[config.mk]
export PLATFORM = sky130hd
export DESIGN_NAME = multicycle_control_fsm
export DESIGN_NICKNAME = d
export VERILOG_FILES = /design/src/rtl/multicycle_control_fsm.sv
export SDC_FILE = /design/constraint.sdc
export NUM_CORES = 1
export LEC_CHECK = 0
export CAP_MARGIN = 0
export CORE_MARGIN = 4
export CORE_UTILIZATION = 45
export CTS_BUF_LIST = sky130_fd_sc_hd__clkbuf_8
export DETAILED_ROUTE_END_ITERATION = 10
export PLACE_DENSITY = 0.73
export SLEW_MARGIN = 20
export SYNTH_ARGS = -nofsm -noshare
export SYNTH_HDL_FRONTEND = slang
export SYNTH_SLANG_ARGS = --single-unit
[constraint.sdc]
create_clock -name clk -period 4.55 [get_ports clk]
set_input_delay 0.91 -clock clk [delete_from_list [all_inputs] [get_ports clk]]
set_output_delay 0.91 -clock clk [all_outputs]
set_load 0.02 [all_outputs]
[src/rtl/multicycle_control_fsm.sv]
// -----------------------------------------------------------------------------
// multicycle_control_fsm
//
// Multi-cycle control unit for a LEGv8-style datapath. Each instruction is
// sequenced through FETCH/DECODE/EXEC/MEM/WB. The unit drives the datapath
// controls for the current state, talks to a variable-latency memory through a
// req/ready handshake with a wait-cycle timeout, flags undecodable opcodes and
// counts retired instructions.
//
// Ports
//   clk          rising-edge clock
//   rst_n        synchronous active-low reset; all outputs forced to 0 while low
//   opcode       instr[31:21] from the IR, sampled in DECODE
//   zero         ALU zero flag, sampled in EXEC (CBZ)
//   mem_ready    memory completes the current request this cycle
//   mem_req      memory request (fetch or data phase)
//   mem_we       memory write (STUR data phase)
//   ir_write     load instruction register
//   pc_write     update PC
//   pc_src       0: PC+4, 1: branch target
//   reg2loc      regfile read-port-2 select (1 = Rt field)
//   alu_src      ALU B operand: 0 register, 1 sign-extended immediate
//   mem_to_reg   writeback source: 1 memory, 0 ALU
//   reg_write    regfile write enable
//   alu_op       00 add, 01 pass-B/zero test, 10 R-type funct
//   retire       one-cycle pulse per completed instruction
//   illegal      one-cycle pulse on an undecodable opcode
//   bus_error    one-cycle pulse on a memory timeout
//   retired_cnt  retired-instruction count (wraps)
//   state        FSM state for debug
// -----------------------------------------------------------------------------
module multicycle_control_fsm #(
  parameter int OPCODE_W     = 11,
  parameter int ALUOP_W      = 2,
  parameter int TIMEOUT_W    = 4,
  parameter int MEM_TIMEOUT  = 15,
  parameter int CNT_W        = 32,
  parameter int TRAP_ILLEGAL = 0
) (
  input  logic                clk,
  input  logic                rst_n,
  input  logic [OPCODE_W-1:0] opcode,
  input  logic                zero,
  input  logic                mem_ready,
  output logic                mem_req,
  output logic                mem_we,
  output logic                ir_write,
  output logic                pc_write,
  output logic                pc_src,
  output logic                reg2loc,
  output logic                alu_src,
  output logic                mem_to_reg,
  output logic                reg_write,
  output logic [ALUOP_W-1:0]  alu_op,
  output logic                retire,
  output logic                illegal,
  output logic                bus_error,
  output logic [CNT_W-1:0]    retired_cnt,
  output logic [2:0]          state
);

  typedef enum logic [2:0] {
    S_FETCH  = 3'd0,
    S_DECODE = 3'd1,
    S_EXEC   = 3'd2,
    S_MEM    = 3'd3,
    S_WB     = 3'd4,
    S_TRAP   = 3'd5
  } state_e;

  typedef enum logic [2:0] {
    C_NONE, C_R, C_LDUR, C_STUR, C_CBZ, C_B, C_ILL
  } class_e;

  localparam logic [ALUOP_W-1:0]   ALU_ADD   = '0;
  localparam logic [ALUOP_W-1:0]   ALU_PASSB = ALUOP_W'(1);
  localparam logic [ALUOP_W-1:0]   ALU_RTYPE = ALUOP_W'(2);
  localparam bit                   TO_EN     = (MEM_TIMEOUT != 0);
  // Count value at the start of the last permitted wait cycle.
  localparam logic [TIMEOUT_W-1:0] TO_LAST   = TO_EN ? TIMEOUT_W'(MEM_TIMEOUT - 1) : '0;

  state_e               state_q, state_d;
  class_e               class_q, class_d;
  logic [TIMEOUT_W-1:0] wait_q, wait_d;
  logic [CNT_W-1:0]     cnt_q, cnt_d;

  class_e               dec_class;
  logic [10:0]          op_top;
  logic                 timeout;

  logic req, we, irw, pcw, pcs, r2l, asrc, m2r, rw, ret, ill, berr;
  logic [ALUOP_W-1:0] aop;

  assign op_top = opcode[OPCODE_W-1 -: 11];

  // casez order gives first-match priority between overlapping patterns.
  always_comb begin
    casez (op_top)
      11'b1??0101?000: dec_class = C_R;
      11'b11111000010: dec_class = C_LDUR;
      11'b11111000000: dec_class = C_STUR;
      11'b10110100???: dec_class = C_CBZ;
      11'b000101?????: dec_class = C_B;
      default:         dec_class = C_ILL;
    endcase
  end

  // A ready response in the last permitted cycle still completes normally.
  assign timeout = TO_EN && !mem_ready && (wait_q == TO_LAST);

  always_comb begin
    state_d = state_q;
    class_d = class_q;
    cnt_d   = cnt_q;
    req  = 1'b0; we  = 1'b0; irw = 1'b0; pcw  = 1'b0; pcs = 1'b0; r2l = 1'b0;
    asrc = 1'b0; m2r = 1'b0; rw  = 1'b0; ret  = 1'b0; ill = 1'b0; berr = 1'b0;
    aop  = ALU_ADD;

    case (state_q)
      S_FETCH: begin
        req = 1'b1;
        if (mem_ready) begin
          irw     = 1'b1;
          pcw     = 1'b1;
          state_d = S_DECODE;
        end else if (timeout) begin
          // PC was not advanced, so staying in FETCH refetches the same word.
          berr = 1'b1;
        end
      end
      S_DECODE: begin
        class_d = dec_class;
        if (dec_class == C_ILL) begin
          ill     = 1'b1;
          state_d = (TRAP_ILLEGAL != 0) ? S_TRAP : S_FETCH;
        end else begin
          state_d = S_EXEC;
        end
      end
      S_EXEC: begin
        case (class_q)
          C_R: begin
            aop     = ALU_RTYPE;
            state_d = S_WB;
          end
          C_LDUR, C_STUR: begin
            asrc    = 1'b1;
            r2l     = (class_q == C_STUR);
            state_d = S_MEM;
          end
          C_CBZ: begin
            r2l     = 1'b1;
            aop     = ALU_PASSB;
            pcw     = zero;
            pcs     = zero;
            ret     = 1'b1;
            state_d = S_FETCH;
          end
          C_B: begin
            pcw     = 1'b1;
            pcs     = 1'b1;
            ret     = 1'b1;
            state_d = S_FETCH;
          end
          default: state_d = S_FETCH;
        endcase
      end
      S_MEM: begin
        // Operand selects keep their EXEC values so the address stays stable.
        req  = 1'b1;
        we   = (class_q == C_STUR);
        r2l  = (class_q == C_STUR);
        asrc = 1'b1;
        if (mem_ready) begin
          if (class_q == C_STUR) begin
            ret     = 1'b1;
            state_d = S_FETCH;
          end else begin
            state_d = S_WB;
          end
        end else if (timeout) begin
          berr    = 1'b1;
          state_d = S_FETCH;
        end
      end
      S_WB: begin
        rw      = 1'b1;
        m2r     = (class_q == C_LDUR);
        asrc    = (class_q == C_LDUR);
        aop     = (class_q == C_R) ? ALU_RTYPE : ALU_ADD;
        ret     = 1'b1;
        state_d = S_FETCH;
      end
      S_TRAP: state_d = S_TRAP;
      default: state_d = S_FETCH;
    endcase

    // Any state change (or a timeout refetch) starts a fresh wait window.
    if (mem_ready || berr || (state_d != state_q)) begin
      wait_d = '0;
    end else if (req && (wait_q != {TIMEOUT_W{1'b1}})) begin
      wait_d = wait_q + TIMEOUT_W'(1);
    end else begin
      wait_d = wait_q;
    end

    if (ret) begin
      cnt_d = cnt_q + CNT_W'(1);
    end
  end

  always_ff @(posedge clk) begin
    if (!rst_n) begin
      state_q <= S_FETCH;
      class_q <= C_NONE;
      wait_q  <= '0;
      cnt_q   <= '0;
    end else begin
      state_q <= state_d;
      class_q <= class_d;
      wait_q  <= wait_d;
      cnt_q   <= cnt_d;
    end
  end

  // Outputs are forced low for the whole time reset is asserted.
  assign mem_req     = rst_n & req;
  assign mem_we      = rst_n & we;
  assign ir_write    = rst_n & irw;
  assign pc_write    = rst_n & pcw;
  assign pc_src      = rst_n & pcs;
  assign reg2loc     = rst_n & r2l;
  assign alu_src     = rst_n & asrc;
  assign mem_to_reg  = rst_n & m2r;
  assign reg_write   = rst_n & rw;
  assign alu_op      = rst_n ? aop : ALU_ADD;
  assign retire      = rst_n & ret;
  assign illegal     = rst_n & ill;
  assign bus_error   = rst_n & berr;
  assign retired_cnt = rst_n ? cnt_q : '0;
  assign state       = rst_n ? state_q : S_FETCH;

endmodule

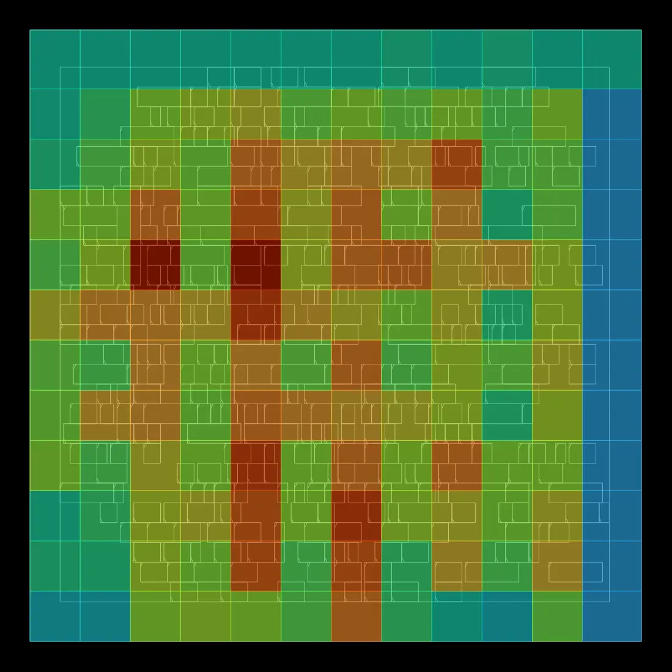
(images/final_congestion.png)
routed len/inst: 13.8 um
fin util: 60.3%
Global Route met2 Usage: 29.1%

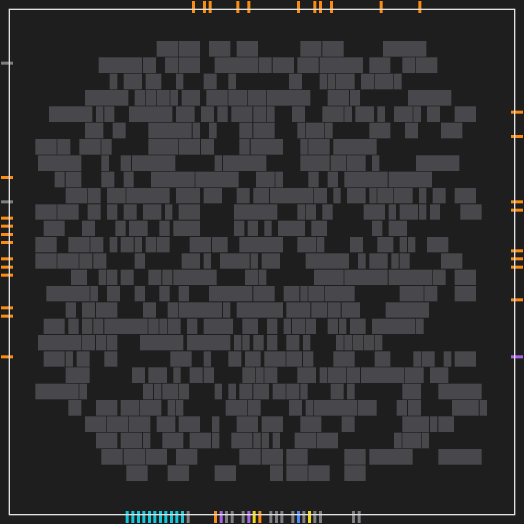
(images/pins.png)
Drawn at 6 px/um. Pins as bars across the die edge, other pins in gray.
Key: yellow = alu_op [pins 2, direction output, edge bottom]; orange = retired_cnt [pins 32, direction output, edge 11 top, 11 left, 8 right, 2 bottom]; blue = pc_write [pins 1, direction output, edge bottom]; cyan = opcode [pins 11, direction input, edge bottom]; purple = state [pins 3, direction output, edge 2 bottom, 1 right]
All pins by edge: 31 bottom, 13 left, 11 top, 9 right.
die width: 84.0 um
die height: 84.0 um
input/output buffers: 63

==> qor.csv <==
stage,metric,value,unit
synthesis,synth_nets,349,
sta,hold_viol_final,0,
critical_path,critPathRequiredTime,3640,ps
final_layout,layout.nets,402,
critical_path,r2r_setup_slack,2120,ps
clock_network,cts_buffers,5,
power,share_seq_of_total_power,55.5,%
power,p_leak,1.11,nW
sta,relSlewSlack,51.3,%
synthesis,numSynthFlops,42,
clock_network,htree_levels,2,
synthesis,ys_top_cells_by_area,"dfxtp_1 32%, and2_1 7.7%, nor2_1 7.4%",
grt,grt_max_degree,34,
place,placed_cells,449,
critical_path,crit_arrival,3000,ps
synthesis,top_cell_area_share,32.4,%
critical_path,cp_max_fo,3,
grt,grt_pass1_wl,10.9,mm
synthesis,synth_area_leader_cell,dfxtp_1,
power,powerDensity,204,mW/mm^2
sta,tightest_slew,730,ps
critical_path,path_buffers,2,
final_layout,fin_cells,457,
synthesis,ys_cells,331,
critical_path,start_kind,input port,
outcome,status,finished clean,
critical_path,timing.critical_path.to,illegal,
route,viasPerCell,5.43,
clock_network,cts_num_sinks,42,
synthesis,common_cells,"51 x nor2_1, 42 x dfxtp_1, 32 x and2_1, 21 x nand3_1, 20 x xnor2_1",
power,p_comb_share,8.5,%
synthesis,synth_chip_area,0.00260,mm^2
clock_network,cts_root_buffer,clkbuf_8,
critical_path,crit_top_cell,clkdlybuf4s50_1,
run,tool_warnings,27,
floorplan,die_area,0.00706,mm^2
critical_path,cp.depth,7,
clock_network,clock_latency,290,ps
clock_network,cts_resized,0,
run,maxCapViolations,0,
clock_network,ctsLongestPathBuffers,2,
power,p_sw,0.000162,W
sta,period_used_share,85.9,%
sta,rsz0062_at_grt,false,
critical_path,cp_slowest_cell,clkdlybuf4s50_1,
critical_path,cp-end-kind,primary output,
power,p_int,0.000518,W
final_layout,n_fill_cell,513,
place,gp_routability_congestion,0.820,
critical_path,r2r-end,cnt_q[30],
final_layout,layout-drive-gt1-share,4.42,%
floorplan,core_area,0.00554,mm^2
critical_path,critPathLaunch,opcode[8],
grt,antenna_found_initial,0,
sta,period_needed,3910,ps
floorplan,io_pins,64,
synthesis,synthCells,331,
critical_path,r2r-start,state_q[0],
critical_path,path_class,in2out,
synthesis,postSynthAreaPerCell,7.85,um^2
route,firstDrtPassIters,6,
final_layout,fin_area,0.00334,mm^2
grt,grt_pass1_vias,2333,
critical_path,rr_worst_depth,6,
sta,timing.setup.tns,0,ps
sta,hold_slack,506,ps
critical_path,critical_path.top_delay_family,buffers and inverters,
floorplan,initCoreUtil,46.9,%
synthesis,yosys_warnings,0,
clock_network,clk_pin_slew_worst_paths,70,ps
power,vdd_drop_max,0.130,mV
synthesis,synth-edff-count,0,
sta,setup_viol,0,
sta,fmax,256,MHz
grt,grt_overflow,0,
synthesis,top_cell,nor2_1,
sta,skew,8.40,ps
place,hpwl,4.49,mm
floorplan,std_cell_rows,27,
power,netSwitchingFraction,23.8,%
route,drcViolationCount,0,
final_layout,syn_to_final_growth,28.6,%
synthesis,syn_area,0.00260,mm^2
synthesis,yosys_most_used_dff,dfxtp_1,
synthesis,async_flop_share,0,%
clock_network,cts_hold_buffers,0,
route,drt_iter0_markers,241,
synthesis,synth_cell_types,51,
synthesis,ys_seq_share,32.4,%
critical_path,cp_cell_sequence,clkdlybuf4s50_1 -> nor4bb_1 -> nand4b_1 -> o211ai_1 -> nor2_1 -> and2_1 -> clkdlybuf4s50_1,
route,drtAntennaViolNets,0,
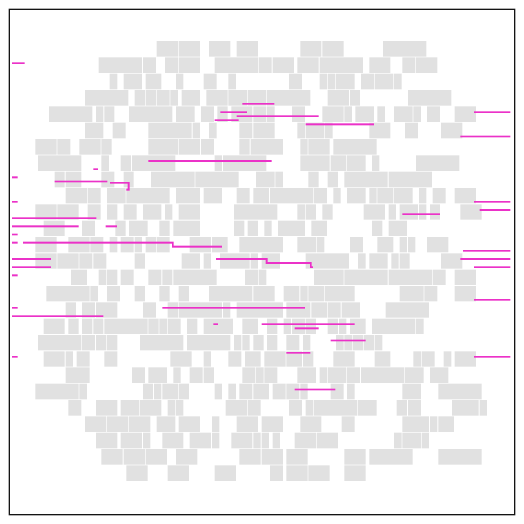
(images/met3.png)
Drawn at 6 px/um.
The layer carries 303 um of wire. The longest straight run is 24.8 um. The layer holds 4.8% of the routed length. 35 nets have wire on it. The wires run mostly horizontal.
met3 Usage GRT: 3.55%
WL final: 6.31 mm
routed vias: 2483

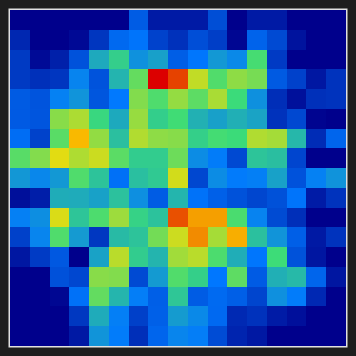
(images/wire_density.png)
Drawn at 4 px/um. The die is cut into 17 by 17 equal tiles; dark blue is low, red is high, scaled to the fullest tile. Values are wire area over tile area, all layers added.
The mean over all tiles is 0.14. The densest ninth of the die: center. The emptiest ninth of the die: upper right. 20% of the tiles are over half the peak.
GRT Overall Usage: 18.3%

==> routing by layer <==
layer / track usage, % / part of all wire (%)
met4: 5.26 / 1.1
met3: 3.55 / 4.8
met1: 25.1 / 47
met2: 29.1 / 47
met5: 0 / 0
==> how the worst min path moves through the flow <==
stage	from	endpoint	slack, ps	cells after the start
6_report	cnt_q[30]	cnt_q[30]	510	2
5_1_grt	cnt_q[1]	cnt_q[1]	560	2
4_1_cts	cnt_q[30]	cnt_q[30]	510	2
3_5_place_dp	cnt_q[30]	cnt_q[30]	500	2
3_3_place_gp	cnt_q[30]	cnt_q[30]	490	2
2_1_floorplan	cnt_q[30]	cnt_q[30]	470	2
==> sequential cells by signal (all words and copies together), names as in the netlist <==
signal   flops
class_q      3
cnt_q       32
state_q      3
wait_q       4
==> tightest hold or removal path, cell delays in order, from the launching register on <==
cell and delay (ps):
dfxtp_1 330, o21ai_1 70, a21oi_1 60
==> cell type report <==
type	count	area [um^2]	area share [%]
repair buffers	67	661	19.8
flip-flops and latches	42	841	25.2
inverters	10	37.5	1.12
clock inverters	2	8.76	0.262
well taps	72	90.1	2.70
multi-input cells	258	1620	48.5
clock buffers	6	82.6	2.47
==> layout by cell type, fill, tap and decap left out, types with 2 or more instances in the layout <==
cell type / instances
and4_1: 4
nand3b_1: 2
o21ai_1: 5
or4_1: 2
xnor2_1: 20
o21ai_0: 5
a211oi_1: 5
a21oi_1: 16
clkbuf_8: 6
inv_1: 11
buf_4: 4
a21o_1: 3
nor3_1: 2
nand2_1: 17
nor4_1: 2
dfxtp_1: 42
and2_1: 32
nand4_1: 7
nand3_1: 21
nor2_1: 51
clkdlybuf4s50_1: 63
a2111oi_1: 11
or3_1: 6
xor2_1: 4
mux2_1: 2
a31oi_1: 2
nor4bb_1: 3
nand2b_1: 8
and3_1: 3
a21boi_0: 2
ha_1: 3
==> power groups by stage <==
stage          sequential [W]  combinational, W  clock, W
6_report             0.000378         0.0000580  0.000245
5_1_grt              0.000378         0.0000637  0.000269
4_1_cts              0.000377         0.0000585  0.000256
3_5_place_dp         0.000386         0.0000583         0
3_3_place_gp         0.000386         0.0000573         0
2_1_floorplan        0.000382         0.0000353         0
==> cell families (layout without fill, tap and decap cells) <==
group | count (synthesis) | count (layout) | share of synthesized area (%)
AND/OR/NAND/NOR | 168 | 168 | 34.9
AND-OR/OR-AND | 61 | 61 | 17.1
flip-flops | 42 | 42 | 32.4
buffers and inverters | 31 | 85 | 5.25
XOR/XNOR | 24 | 24 | 8.09
adder cells (fa/ha/maj) | 3 | 3 | 1.44
multiplexers | 2 | 2 | 0.867
==> stage by stage <==
stage | total power [W] | worst slack (ps)
floorplan | 0.000417 | 1540
global placement | 0.000443 | 742
detailed placement | 0.000444 | 646
CTS | 0.000692 | 645
global route | 0.000711 | 445
finish | 0.000680 | 641
Power figures rest on the tool's default switching activity, not on a simulated workload.
